## config.mk

```make
export PLATFORM = sky130hd
export DESIGN_NAME = lcd_cmd_seq
export DESIGN_NICKNAME = d
export VERILOG_FILES = /design/src/rtl/lcd_cmd_seq.sv
export SDC_FILE = /design/constraint.sdc
export NUM_CORES = 1
export LEC_CHECK = 0
export CAP_MARGIN = 20
export CORE_MARGIN = 2
export CORE_UTILIZATION = 60
export DETAILED_ROUTE_END_ITERATION = 10
export MAX_ROUTING_LAYER = met4
export PLACE_DENSITY = 0.83
export SKIP_LAST_GASP = 1
export SYNTH_ARGS = -nofsm -noshare
export SYNTH_HDL_FRONTEND = slang
export SYNTH_SLANG_ARGS = --single-unit
```

## constraint.sdc

```tcl
create_clock -name clk -period 7.1 [get_ports clk]
set_input_delay 1.775 -clock clk [delete_from_list [all_inputs] [get_ports clk]]
set_output_delay 1.775 -clock clk [all_outputs]
set_load 0.01 [all_outputs]
```

## src/rtl/lcd_cmd_seq.sv

```systemverilog
// lcd_cmd_seq: buffers host image commands in a FIFO and issues them one at a time to the LCD core, tracking write-back completion; define LCD_SEQ_WDOG_EN to add the INIT/WAITWB watchdog and wdog_err port
module lcd_cmd_seq #(
  parameter int DEPTH = 8,
  parameter int AW    = 3
) (
  input  logic        clk,
  input  logic        reset,
  input  logic [2:0]  host_cmd,
  input  logic        host_valid,
  output logic        host_ready,
  output logic [2:0]  cmd,
  output logic        cmd_valid,
  input  logic        busy,
  input  logic        done,
  output logic [AW:0] fifo_count,
  output logic        seq_done
`ifdef LCD_SEQ_WDOG_EN
  ,
  output logic        wdog_err
`endif
);

  typedef enum logic [2:0] {INIT, READY, ISSUE, GAP, WAITWB, FIN} state_t;

  state_t        state, state_n;
  logic [2:0]    mem [DEPTH];
  logic [AW-1:0] wptr, rptr;
  logic [AW:0]   count_n;
  logic [2:0]    cmd_n;
  logic          cmd_valid_n, seq_done_n, wb_seen, wb_seen_n, ready_n;
  logic          push, pop, wdog_hit;

`ifdef LCD_SEQ_WDOG_EN
  logic [7:0] wcnt, wcnt_n;
  logic       wdog_err_n;
  assign wdog_hit = wcnt == 8'hff;
`else
  assign wdog_hit = 1'b0;
`endif

  assign push = host_valid && host_ready;

  // next-state and registered-output values; entering FIN always marks the sequence complete
  always_comb begin
    state_n     = state;
    pop         = 1'b0;
    cmd_n       = cmd;
    cmd_valid_n = 1'b0;
    case (state)
      INIT:    state_n = !busy ? READY : (wdog_hit ? FIN : INIT);
      READY:
        if (fifo_count != '0 && !busy) begin
          pop         = 1'b1;
          cmd_n       = mem[rptr];
          cmd_valid_n = 1'b1;
          state_n     = ISSUE;
        end
      ISSUE:   state_n = (cmd == 3'd0) ? WAITWB : GAP;
      GAP:     state_n = READY;
      WAITWB:  state_n = (done || wdog_hit) ? FIN : WAITWB;
      default: state_n = FIN;
    endcase
    seq_done_n = seq_done || state_n == FIN;
    count_n    = fifo_count + (AW+1)'(push) - (AW+1)'(pop);
    wb_seen_n  = wb_seen || (push && host_cmd == 3'd0);
    ready_n    = count_n != (AW+1)'(DEPTH) && !wb_seen_n && state_n != FIN;
`ifdef LCD_SEQ_WDOG_EN
    wcnt_n     = (state_n == state) ? wcnt + 8'd1 : 8'd0;
    wdog_err_n = wdog_err || (wdog_hit && ((state == INIT && busy) || (state == WAITWB && !done)));
`endif
  end

  // state, pointers and all outputs; async reset drops any buffered commands
  always_ff @(posedge clk or posedge reset) begin
    if (reset) begin
      state      <= INIT;
      wptr       <= '0;
      rptr       <= '0;
      fifo_count <= '0;
      wb_seen    <= 1'b0;
      host_ready <= 1'b0;
      cmd        <= 3'd0;
      cmd_valid  <= 1'b0;
      seq_done   <= 1'b0;
`ifdef LCD_SEQ_WDOG_EN
      wcnt       <= 8'd0;
      wdog_err   <= 1'b0;
`endif
    end else begin
      state      <= state_n;
      wptr       <= push ? wptr + AW'(1) : wptr;
      rptr       <= pop ? rptr + AW'(1) : rptr;
      fifo_count <= count_n;
      wb_seen    <= wb_seen_n;
      host_ready <= ready_n;
      cmd        <= cmd_n;
      cmd_valid  <= cmd_valid_n;
      seq_done   <= seq_done_n;
`ifdef LCD_SEQ_WDOG_EN
      wcnt       <= wcnt_n;
      wdog_err   <= wdog_err_n;
`endif
    end
  end

  // FIFO storage needs no reset; the cleared pointers make old contents unreachable
  always_ff @(posedge clk) begin
    if (push) mem[wptr] <= host_cmd;
  end

endmodule

```

==> flow_summary.ini, run 1 <==
; flow metrics
[final_timing]
fin_crit_sh = 0.590
timing.slew.headroom = 0.496
fmax_mhz = 239
setup_viol = 0
tns_ps = 0
maxSlewViolCount = 0
min_period_ps = 4190
finalHoldViolCount = 0
rsz0062_at_grt = false

[synthesis]
netlist_instances = 128
syn_area_per_cell_um2 = 14.6
aoi_share = 0.0368
yosysWarnings = 0
synth.top_cell.area_share = 0.386
synthSimpleGateAreaFrac = 0.0857
ys_area_mm2 = 0.00187
synthAdderAreaFrac = 0.0576
synthTopCellsByArea = edfxtp_1 39%, dfrtp_1 27%, mux4_2 7.2%
mux_area_frac = 0.102
ys_cells = 128
topCombFamilyByArea = multiplexers
ys_ff = 44
ys_seq_frac = 0.654
fp_nets = 144
synth_top_cell_by_area = edfxtp_1
syn_area_mm2 = 0.00187
ys_types = 30

[grt]
grt_pass1_wl_um = 4870
first_global_vias = 1077
track_usage = 0.200
grt_overflow = 0
grt_max_degree = 21
antenna_found_initial = 0

[worst_setup_path]
max_stage_delay_ps = 590
regToRegEndpoint = host_ready
critPathCaptureType = flip-flop
r2r_start = fifo_count[2]
cpMaxStageDelayCell = or4_1
crit_chain = clkdlybuf4s50_1, nand2b_1, or4_1, inv_1, ha_1, inv_1, ha_1, inv_1, fa_1, xnor2_1, nor3_1, a211oi_1
critPathMostFrequentCell = inv_1
criticalPathCategory = input pin to flip-flop
critPathLaunch = busy
cp-endpoint = host_ready
critical_path.top_delay_family = simple AND/OR/NAND/NOR gates
reg2reg_setup_slack_ps = 4070
critPathBufInv = 4
critical_path_arrival_ps = 4450
r2r_cells = 13
critPathLaunchType = input pin

[layout]
finalNetCount = 164
seq_area_mm2 = 0.00122
fillCellCount = 201
clkCellAreaFrac = 0.0399
syn2layout_area_growth_pct = 14.3
comb_area_um2 = 572
seq_area_frac = 0.572
antenna_cells = 0
final-nonclk-buf-share = 0.0797
drive_gt1_frac = 0.114
num-nonclk-inverters = 12
final_area_mm2 = 0.00213
final_cell_mix = 24 x edfxtp_1, 20 x dfrtp_1, 17 x clkdlybuf4s50_1, 12 x inv_1, 9 x nand2_1
buffers = 17
largest_class = flip-flops and latches
comb_cells = 68

[clocking]
clock_path_buffers = 2
htreeDepth = 2
post_cts_buffers = 0
clock-sinks = 44
cts_hold_buf = 0
cts.repair.resized = 0
cts-root-buf = clkbuf_4
numCtsBuffers = 5

[pwr]
power.density_mw_per_mm2 = 361
vdd_ir_drop_max_mv = 0.284

[route]
ant_nets = 0
vias = 1028
routedWlPerCell_um = 16.0
drt_iter0_markers = 27
firstDrtPassIters = 4
via_per_inst = 5.65
wl_um = 2920

[floorplan]
core-area_mm2 = 0.00300
fp.dieArea_mm2 = 0.00358
row_count = 20
taps = 33
initCoreUtil = 0.622

[min_path]
hold_depth = 2
hold_class = flip-flop to flip-flop
min_to = wb_seen
hp-start = wb_seen

[place]
dp_cells = 174
placed_area_mm2 = 0.00205

[outcome]
status = complete, no violations

[flow_run]
stage_log_warnings = 26
max_cap_viol_count = 0
==> run 1: synth_stat cells <==
cell type,number
mux2_2,1
or2_2,1
a21o_1,2
xor2_1,2
nor3b_1,1
mux4_2,6
nor2b_1,1
nor2_1,8
buf_6,2
buf_1,1
nand2b_1,5
o41ai_1,1
edfxtp_1,24
nand2_1,9
nor3_1,4
o21ai_0,4
dfrtp_1,20
mux2_4,1
or3_2,1
ha_1,7
inv_1,12
a211oi_1,1
xnor2_1,3
mux2i_1,3
nand3_1,2
clkbuf_1,1
fa_1,1
a21oi_1,2
o31ai_1,1
or4_1,1
==> run 1: metrics by stage <==
| stage | power [mW] | hold slack (ps) | utilization | worst slack [ps] |
|---|---|---|---|---|
| 2_1_floorplan | 0.540 | 429 | - | 3240 |
| 3_3_place_gp | 0.606 | 448 | 0.683 | 2650 |
| 3_5_place_dp | 0.621 | 460 | 0.683 | 2530 |
| 4_1_cts | 0.779 | 488 | 0.711 | 2910 |
| 5_1_grt | 0.822 | 508 | 0.711 | 2720 |
| 6_report | 0.771 | 484 | 0.711 | 2910 |
==> run 1: layer usage <==
layer	up-vias	global-route usage	part of all wire	routed length [um]
met2	25	0.312	0.51	1500
li1	494	-	-	-
met4	0	0.0635	0.0086	25
met1	504	0.253	0.43	1250
met3	5	0.0606	0.050	145
met5	-	-	0	0
==> run 1: sequential cells by signal, summed over array words and instances, names as in the netlist <==
name,flops
cmd,3
state,3
fifo_count,4
wb_seen,1
cmd_valid,1
host_ready,1
mem,24
rptr,3
wptr,3
seq_done,1
==> run 1: power by group <==
group | leakage (nW) | total (mW) | internal, mW | switching (mW)
clock | 0.0459 | 0.158 | 0.0827 | 0.0748
combinational | 0.360 | 0.250 | 0.140 | 0.109
sequential | 0.458 | 0.364 | 0.310 | 0.0538
Figure 1. Ports around the boundary (run 1).
The bar under the picture is 20 um long. Pins as bars across the die edge, other pins in gray.
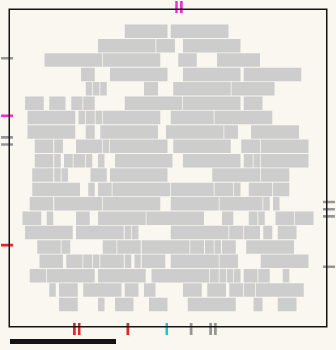
color	port	pins	direction	edge
cyan	seq_done	1	output	south
red	fifo_count	4	output	3 south, 1 west
magenta	host_cmd	3	input	2 north, 1 west
I/O Buffers: 17
Die Y-Extent: 59.8 um
die span in x: 59.8 um

Figure 2. Selected gate families (run 1).
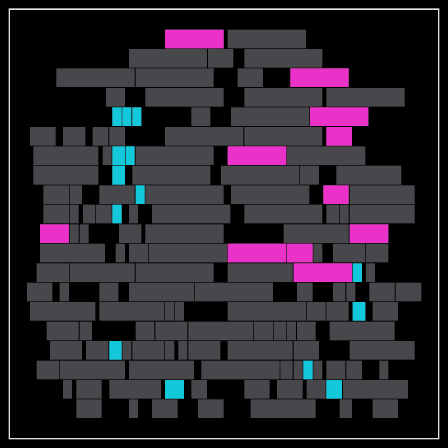
color	family	cells	most used
magenta	mux cells	11	mux4_2
cyan	nor cells	14	nor2_1
Top cell excl fill/tap: edfxtp_1
non-filler cells, final: 182
Comb/total area: 0.268

Figure 3. The clock network (run 1).
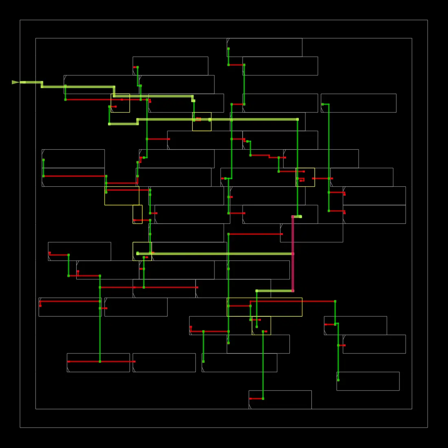
clock group total power: 0.158 mW
FF+latch count: 44
clock buffer count: 6
Layout Skew: 5.57 ps

==> run 2, diff against run 1 <==
--- a/config.mk
+++ b/config.mk
@@ -7,10 +7,10 @@
 export LEC_CHECK = 0
 export CAP_MARGIN = 20
 export CORE_MARGIN = 2
-export CORE_UTILIZATION = 60
+export CORE_UTILIZATION = 50
 export DETAILED_ROUTE_END_ITERATION = 10
 export MAX_ROUTING_LAYER = met4
-export PLACE_DENSITY = 0.83
+export PLACE_DENSITY = 0.74
 export SKIP_LAST_GASP = 1
 export SYNTH_ARGS = -nofsm -noshare
 export SYNTH_HDL_FRONTEND = slang
==> constraint.sdc (replaced) <==
create_clock -name clk -period 3.5 [get_ports clk]
set_input_delay 0.875 -clock clk [delete_from_list [all_inputs] [get_ports clk]]
set_output_delay 0.875 -clock clk [all_outputs]
set_load 0.01 [all_outputs]
Figure 4. Ports around the boundary (run 2).
The bar under the picture is 20 um long. Pins as bars across the die edge, other pins in gray.
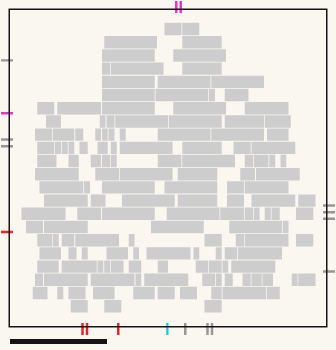
color	port	pins	direction	edge
cyan	seq_done	1	output	south
magenta	host_cmd	3	input	2 north, 1 west
red	fifo_count	4	output	3 south, 1 west
all pins by edge	7 south, 5 west, 4 east, 2 north
Die Y-Extent: 65.1 um
die span in x: 65.1 um

Figure 5. Signal metal coverage by tile (run 2).
The die is cut into 13 by 13 equal tiles; white is low, dark blue is high, scaled to the fullest tile. Values are wire area over tile area, all layers added.
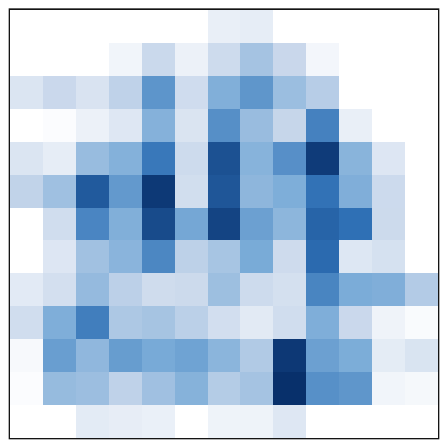
nearly empty tiles	23%
fullest tile	0.34
mean over tiles	0.10
tiles over half the peak	19%
Total Routing Usage GR: 0.161
WL final: 2710 um

==> run 2 against run 1 <==
Clock-buffer cell count did not move. Critical path depth did not move. Worst hold slack got worse by 15 ps. Via count fell by 1.9%. Clock power rose by 130%. Sequential share of layout area fell by 1.3 points. Largest power group unchanged. Highest routed layer unchanged.
==> flow_summary.ini, run 2 <==
; flow metrics
[outcome]
status = complete, no violations

[place]
place_worst_setup_slack_ps = 22.4
dp_cells = 190
placed_area_mm2 = 0.00208
io_buffers = 17

[synthesis]
ys_ff = 44
fp_nets = 144
yosysWarnings = 0
enable_flop_cells = 24
synth.top_cell.area_share = 0.386
ys_cells = 128
syn_area_per_cell_um2 = 14.6
flop_cell = edfxtp_1
ys_seq_frac = 0.654
syn_area_mm2 = 0.00187
synthTopCellsByArea = edfxtp_1 39%, dfrtp_1 27%, mux4_2 7.2%
top_cell = edfxtp_1
synth_top_cell_by_area = edfxtp_1
async_reset_ff_frac = 0.455
netlist_instances = 128
ys_types = 30
ys_area_mm2 = 0.00187

[layout]
drive_gt1_frac = 0.120
largest-register = mem
largestRegisters = mem x24, fifo_count x4
fillCellCount = 292
finalNetCount = 165
syn2layout_area_growth_pct = 16.9
fin_cells = 198
largest_reg_flops = 24
final_area_mm2 = 0.00218
final_cell_mix = 24 x edfxtp_1, 20 x dfrtp_1, 17 x clkdlybuf4s50_1, 12 x inv_1, 9 x nand2_1
final_util = 0.601
layout_top_cell = edfxtp_1
antenna_cells = 0

[route]
drt_iter0_markers = 110
ant_nets = 0
drc = 0
routedWlPerCell_um = 13.7
via_per_inst = 5.09
vias = 1008
firstDrtPassIters = 4

[worst_setup_path]
critical_path_arrival_ps = 3360
regToRegEndpoint = host_ready
r2r_cells = 13
criticalPathCategory = input pin to flip-flop
reg2reg_setup_slack_ps = 670
critPathCaptureType = flip-flop
path_max_fanout = 2
critPathLaunchType = input pin
r2r_start = fifo_count[2]
required_ps = 3690

[clocking]
clock_path_buffers = 2
post_cts_buffers = 0
cts.repair.resized = 0
htreeDepth = 2
numCtsBuffers = 5
clock-sinks = 44
cts_hold_buf = 0
cts-root-buf = clkbuf_8

[pwr]
power_leader = registers
power.density_mw_per_mm2 = 733
p_clk_frac = 0.228
comb-power_mw = 0.505
p_clk_mw = 0.365
combPwrFrac = 0.315
p_sw_mw = 0.469
p_sw_frac = 0.293
vdd_ir_drop_max_mv = 0.466
pwr-share-seq = 0.457
powerSeq_mw = 0.732
finalPower_mw = 1.60
internal-power_mw = 1.13

[final_timing]
setup_slack_ps = 337
setup_viol = 0
finalHoldViolCount = 0
hold-worst-slack_ps = 469
fin_crit_sh = 0.904
tns_ps = 0
timing.slew.headroom = 0.508
maxSlewViolCount = 0
min_period_ps = 3160
skew_ps = 8.34
fmax_mhz = 316
rsz0062_at_grt = false

[min_path]
hold_class = flip-flop to flip-flop
hold_depth = 2
min_to = wb_seen
hp-start = wb_seen

[grt]
first_global_vias = 1019
grt_max_degree = 21
grt_overflow = 0
antenna_found_initial = 0
grt_pass1_wl_um = 4870

[flow_run]
max_cap_viol_count = 0
stage_log_warnings = 26

[floorplan]
initCoreUtil = 0.514
fp.dieArea_mm2 = 0.00424
row_count = 22
core-area_mm2 = 0.00363
Figure 6. A small window of the routed layout (run 2).
The bar under the picture is 5 um long. Region (23, 36) to (43, 56) um. Cells in gray, sequential cells in the stronger gray; small squares are vias.
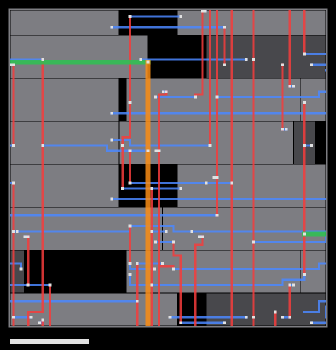
color	layer
red	M2
blue	M1
green	M3
orange	M4
sequential cells in the window	13
cells with their middle in the window	17
most frequent	edfxtp_1 (13), mux4_2 (2)
netlist names of flops here include	mem (13)

==> run 2: cell counts after synthesis <==
Identical to the previous run, type by type.
==> run 2: layer usage <==
metal / vias up / share of wire / track usage
met3: 5 / 0.042 / 0.0411
met1: 492 / 0.46 / 0.217
met4: 0 / 0.015 / 0.0547
met2: 22 / 0.49 / 0.244
met5: - / 0 / -
li1: 489 / - / -
==> run 2: area by class of cell <==
type | count | area [um^2] | share of cell area
clock inverter | 2 | 35.0 | 0.0160
inverter | 12 | 45.0 | 0.0206
sequential | 44 | 1220 | 0.559
clock buffer | 6 | 72.6 | 0.0332
tap | 48 | 60.1 | 0.0275
timing repair buffer | 18 | 178 | 0.0814
multi-input combinational | 68 | 572 | 0.262
==> run 2: cell families after synthesis <==
group | after synthesis | share of synthesized area
compound gates | 11 | 0.0368
xor+xnor | 5 | 0.0234
fa+ha+maj | 8 | 0.0576
buf+inv | 16 | 0.0402
flops | 44 | 0.654
mux | 11 | 0.102
simple gates | 33 | 0.0857
==> run 2: worst max-delay path by stage <==
stage          from          to  slack (ps)  cells past startpoint
6_report       busy  host_ready         340                     12
5_1_grt        busy  host_ready         110                     12
3_5_place_dp   busy  host_ready          20                     12
2_1_floorplan  busy  host_ready         540                     12
4_1_cts        busy  host_ready         310                     12
3_3_place_gp   busy  host_ready         150                     12
==> run 2: worst max-delay path: stages <==
cell and delay, ps:
clkdlybuf4s50_1 420, nand2b_1 160, or4_1 420, inv_1 100, ha_1 230, inv_1 60, ha_1 160, inv_1 50
fa_1 380, xnor2_1 200, nor3_1 70, a211oi_1 250
Power is estimated from default activity; no workload was simulated.
